`src/rtl/mem_arbiter.sv`:
```
// Purpose: shares the 20-bit memory bus between the 8088 core (master 0) and a DMA/video requester (master 1).
// Latency: the first dma_ack comes 1 cycle after the grant decision; 1 turn cycle on release; read data 1 clock after address.
// Backpressure: the core is stalled via cpu_ce while DMA owns the bus; DMA waits (dma_ack=0) until it is granted.
//
// Ports:
//   clock, reset_n                   clock, synchronous active-low reset
//   cpu_address/out/we/pr/pw         core bus request; cpu_ce core clock enable, cpu_in read data
//   dma_req/address/out/we           DMA request; dma_ack access done, dma_rvalid/dma_in read return
//   mem_address/out/we, mem_in       synchronous memory (1-clock read latency)
//   io_pr, io_pw                     port strobes, passed only while the core owns the bus
//
// Optional build macro: ARB_BURST_LIMIT_EN -- when defined, a DMA burst is cut after MAX_BURST
// acked cycles so the core gets CPU_SLOTS cycles even under continuous DMA demand.

module mem_arbiter #(
   parameter int MAX_BURST = 16,
   parameter int CPU_SLOTS = 2
) (
   input  logic        clock,
   input  logic        reset_n,
   input  logic [19:0] cpu_address,
   input  logic [7:0]  cpu_out,
   input  logic        cpu_we,
   input  logic        cpu_pr,
   input  logic        cpu_pw,
   output logic        cpu_ce,
   output logic [7:0]  cpu_in,
   input  logic        dma_req,
   input  logic [19:0] dma_address,
   input  logic [7:0]  dma_out,
   input  logic        dma_we,
   output logic        dma_ack,
   output logic        dma_rvalid,
   output logic [7:0]  dma_in,
   output logic [19:0] mem_address,
   output logic [7:0]  mem_out,
   output logic        mem_we,
   input  logic [7:0]  mem_in,
   output logic        io_pr,
   output logic        io_pw
);

   localparam logic [1:0] S_CPU  = 2'd0;
   localparam logic [1:0] S_DMA  = 2'd1;
   localparam logic [1:0] S_TURN = 2'd2;

`ifdef ARB_BURST_LIMIT_EN
   localparam logic LIMIT_EN = 1'b1;
`else
   localparam logic LIMIT_EN = 1'b0;
`endif

   localparam logic [7:0] SLOT_INIT  = 8'(CPU_SLOTS);
   localparam logic [7:0] BURST_LAST = 8'(MAX_BURST - 1);

   logic [1:0] state;
   logic [1:0] state_nxt;
   logic [7:0] slot_cnt;
   logic [7:0] burst_cnt;
   logic       rvalid_q;
   logic       sw;
   logic       ack_int;
   logic       burst_done;

   // Hand the bus over only when the core has no strobe in flight this cycle,
   // so a pending write or port access always completes first.
   assign sw = dma_req & ~cpu_we & ~cpu_pr & ~cpu_pw & (slot_cnt == 8'd0);

   assign ack_int = (state == S_DMA) & dma_req;

   // The access acked now is the MAX_BURST-th of this burst: leave after it.
   assign burst_done = LIMIT_EN & ack_int & (burst_cnt >= BURST_LAST);

   always_comb begin
      state_nxt = state;
      case (state)
         S_CPU:   if (sw) state_nxt = S_DMA;
         S_DMA:   if (!dma_req || burst_done) state_nxt = S_TURN;
         S_TURN:  state_nxt = S_CPU;
         default: state_nxt = S_CPU;
      endcase
   end

   always_ff @(posedge clock) begin
      if (!reset_n) begin
         state     <= S_CPU;
         slot_cnt  <= 8'd0;
         burst_cnt <= 8'd0;
         rvalid_q  <= 1'b0;
      end else begin
         state    <= state_nxt;
         rvalid_q <= ack_int & ~dma_we;
         case (state)
            S_CPU: begin
               if (sw)
                  burst_cnt <= 8'd0;
               else if (slot_cnt != 8'd0)
                  slot_cnt <= slot_cnt - 8'd1;
            end
            S_DMA: begin
               if (ack_int && burst_cnt != 8'hFF)
                  burst_cnt <= burst_cnt + 8'd1;
            end
            S_TURN: slot_cnt <= SLOT_INIT;
            default: ;
         endcase
      end
   end

   // Bus mux and strobes. The turn cycle keeps the core address on the bus so
   // mem_in carries core data again by the time cpu_ce returns.
   always_comb begin
      cpu_ce      = 1'b0;
      dma_ack     = 1'b0;
      mem_address = cpu_address;
      mem_out     = cpu_out;
      mem_we      = 1'b0;
      io_pr       = 1'b0;
      io_pw       = 1'b0;
      if (reset_n) begin
         case (state)
            S_CPU: begin
               cpu_ce = ~sw;
               mem_we = cpu_we;
               io_pr  = cpu_pr;
               io_pw  = cpu_pw;
            end
            S_DMA: begin
               dma_ack     = dma_req;
               mem_address = dma_address;
               mem_out     = dma_out;
               mem_we      = dma_we & dma_req;
            end
            default: ;
         endcase
      end
   end

   assign dma_rvalid = rvalid_q & reset_n;
   assign cpu_in     = mem_in;
   assign dma_in     = mem_in;

endmodule

```
`config.mk`:
```
export PLATFORM = sky130hd
export DESIGN_NAME = mem_arbiter
export DESIGN_NICKNAME = d
export VERILOG_FILES = /design/src/rtl/mem_arbiter.sv
export SDC_FILE = /design/constraint.sdc
export NUM_CORES = 1
export LEC_CHECK = 0
export ABC_AREA = 1
export ABC_CLOCK_PERIOD_IN_PS = 1400
export CORE_ASPECT_RATIO = 1.5
export CORE_MARGIN = 2
export CORE_UTILIZATION = 28
export CTS_CLUSTER_DIAMETER = 40
export DETAILED_ROUTE_END_ITERATION = 8
export PLACE_DENSITY = 0.83
export SYNTH_ARGS = -nofsm -noshare
export SYNTH_HDL_FRONTEND = slang
export SYNTH_SLANG_ARGS = --single-unit
```
`constraint.sdc`:
```
create_clock -name clock -period 1.4 [get_ports clock]
set_input_delay 0.14 -clock clock [delete_from_list [all_inputs] [get_ports clock]]
set_output_delay 0.14 -clock clock [all_outputs]
set_load 0.01 [all_outputs]
```
==> Changelog: implementation <==
## Flow update

- Initial antenna violation count: 0
- Yosys stat area: 1080 sq um
- Vias per cell: 4.69
- Inverters: 9
- Final non-clock buffer share: 51.5%
- CP startpoint: state[1]
- Largest class: buffers
- Total core area: 3680 sq um
- Number of H-tree branching levels: 1
- Worst Setup EP: mem_address[18]
- Die H: 79.9 microns
- Combinational share of power: 68.0%
- Die area: 4370 sq um
- Initial core utilization: 29.2%
- Failing checks: negative setup slack
- Worst Slack Setup Final: -0.211 ns
- Most numerous logic cell after layout: clkdlybuf4s50_1
- Flop pwr share: about a fifth
- Crit path kind: register to primary output
- Worst hold path class: input pin to primary output
- Final setup viols: 29
- Crit-path max cell delay: 0.33 ns
- Achievable frequency: 621 MHz
- Ys cells: approximately 140
- Slew Limit Fails: 0
- Iteration tally of the first detailed-router pass: 4
- Place WS: -0.602 ns
- R2r endpoint: slot_cnt[5]
- CP Cell Sequence: nor2_4, nand2_4, buf_12, buf_12, mux2_4, buf_6
- Internal power: about 1.6 mW
- Hold Path End: cpu_in[0]
- Top flop regs: slot_cnt: 8 flops, state: 2 flops, rvalid_q: 1 flops
- Grt met2 use: between 30% and 40%
- Post-synth cell types: 21
- Max reg flops: 8
- DR WL/cell: 14.9 microns
- Global route hottest layer: met2
- Status: finished with violations
- Routability-driven placement congestion ratio: 0.815
- Critical path arrival: 1.47 ns
- RSZ-0062 raised after global routing: true
- Slowest cell on the critical path: dfxtp_2
- First-pass GRT wire length: 6280 microns
- CP Launch Type: register
- Switching Fraction: approximately two fifths
- Comb gate area: 812 sq um
- Mi-comb count: 101
- Final #Nets: 323
- Syn_nets: about 210
- Finished Cell Area: between 2000 and 2500 sq um
- Post-DP HPWL: 3370 microns
- Antenna violation net count after detailed routing: 0
[what timing repair did]
action	CTS	global route
pin swaps	7	12
buffers inserted	3	0
gates cloned	0	2
setup endpoints to repair	35	41
resized	171	34
[kinds of logic after synthesis]
family | count (synthesis) | share of synthesized area, %
AOI/OAI and AO/OA | 13 | 7.79
and+or+nand+nor | 57 | 22.7
adders and majority gates | 2 | 2.33
muxes | 28 | 29.3
buffers and inverters | 29 | 17.4
DFF | 11 | 20.5
[power groups by stage]
stage	Sequential, mW	Clock, mW	Combinational, mW
5_1_grt	0.542	0.357	2.06
4_1_cts	0.497	0.353	1.55
3_5_place_dp	0.495	0	1.51
3_3_place_gp	0.493	0	1.47
6_report	0.530	0.344	1.86
2_1_floorplan	0.514	0	0.839
[synth_stat cells]
master / instances / area, sq um
nand4_1: 1 / 6.26
nand2_2: 3 / 18.8
nor3_1: 3 / 15.0
dfxtp_1: 11 / 220
a21o_2: 1 / 8.76
inv_2: 2 / 7.51
nor2_2: 2 / 12.5
nand2_1: 20 / 75.1
a21oi_1: 9 / 45.0
a22oi_1: 1 / 7.51
nor4_1: 1 / 6.26
buf_6: 1 / 11.3
buf_4: 19 / 143
o21ai_4: 1 / 16.3
o22ai_1: 1 / 6.26
nor2_1: 20 / 75.1
inv_1: 7 / 26.3
ha_1: 2 / 25.0
mux2_1: 5 / 56.3
mux2_2: 23 / 259
nand3_1: 7 / 35.0
[worst reg2reg max path, delay by kind of cell (launching register included)]
| family | cells | cell delay, ns |
|---|---|---|
| AOI/OAI and AO/OA | 2 | 0.35 |
| DFF | 1 | 0.32 |
| and+or+nand+nor | 3 | 0.22 |
| buffers and inverters | 2 | 0.18 |
| adders and majority gates | 1 | 0.14 |
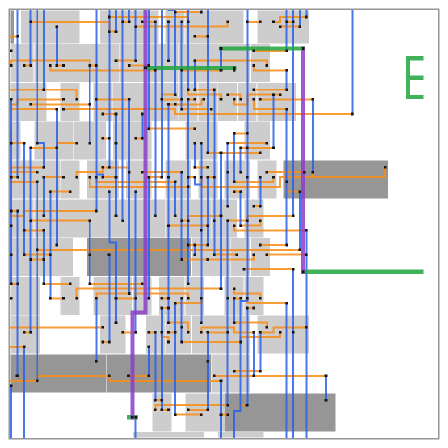
closeup.png
Window x 25 to 55, y 5 to 35 microns. Cells in gray, sequential cells in the stronger gray; small squares are vias.
Orange shows M1. Green shows M3. Blue shows M2. Purple shows M4.
63 logic cells have their middle in the window. Netlist names of flops here include `slot_cnt` (5). Most frequent: nor2_1 (10), nand2_1 (8), buf_4 (8). Sequential cells in the window: 5.

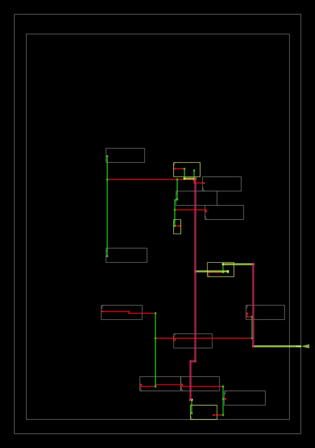
clock_nets.png
CTS Buf Count: 3
Flops: 11
Clock Latency Late Sink: 0.25 ns
CTS sink count: 11
clock network power: 344 uW

Power figures rest on the tool's default switching activity, not on a simulated workload.
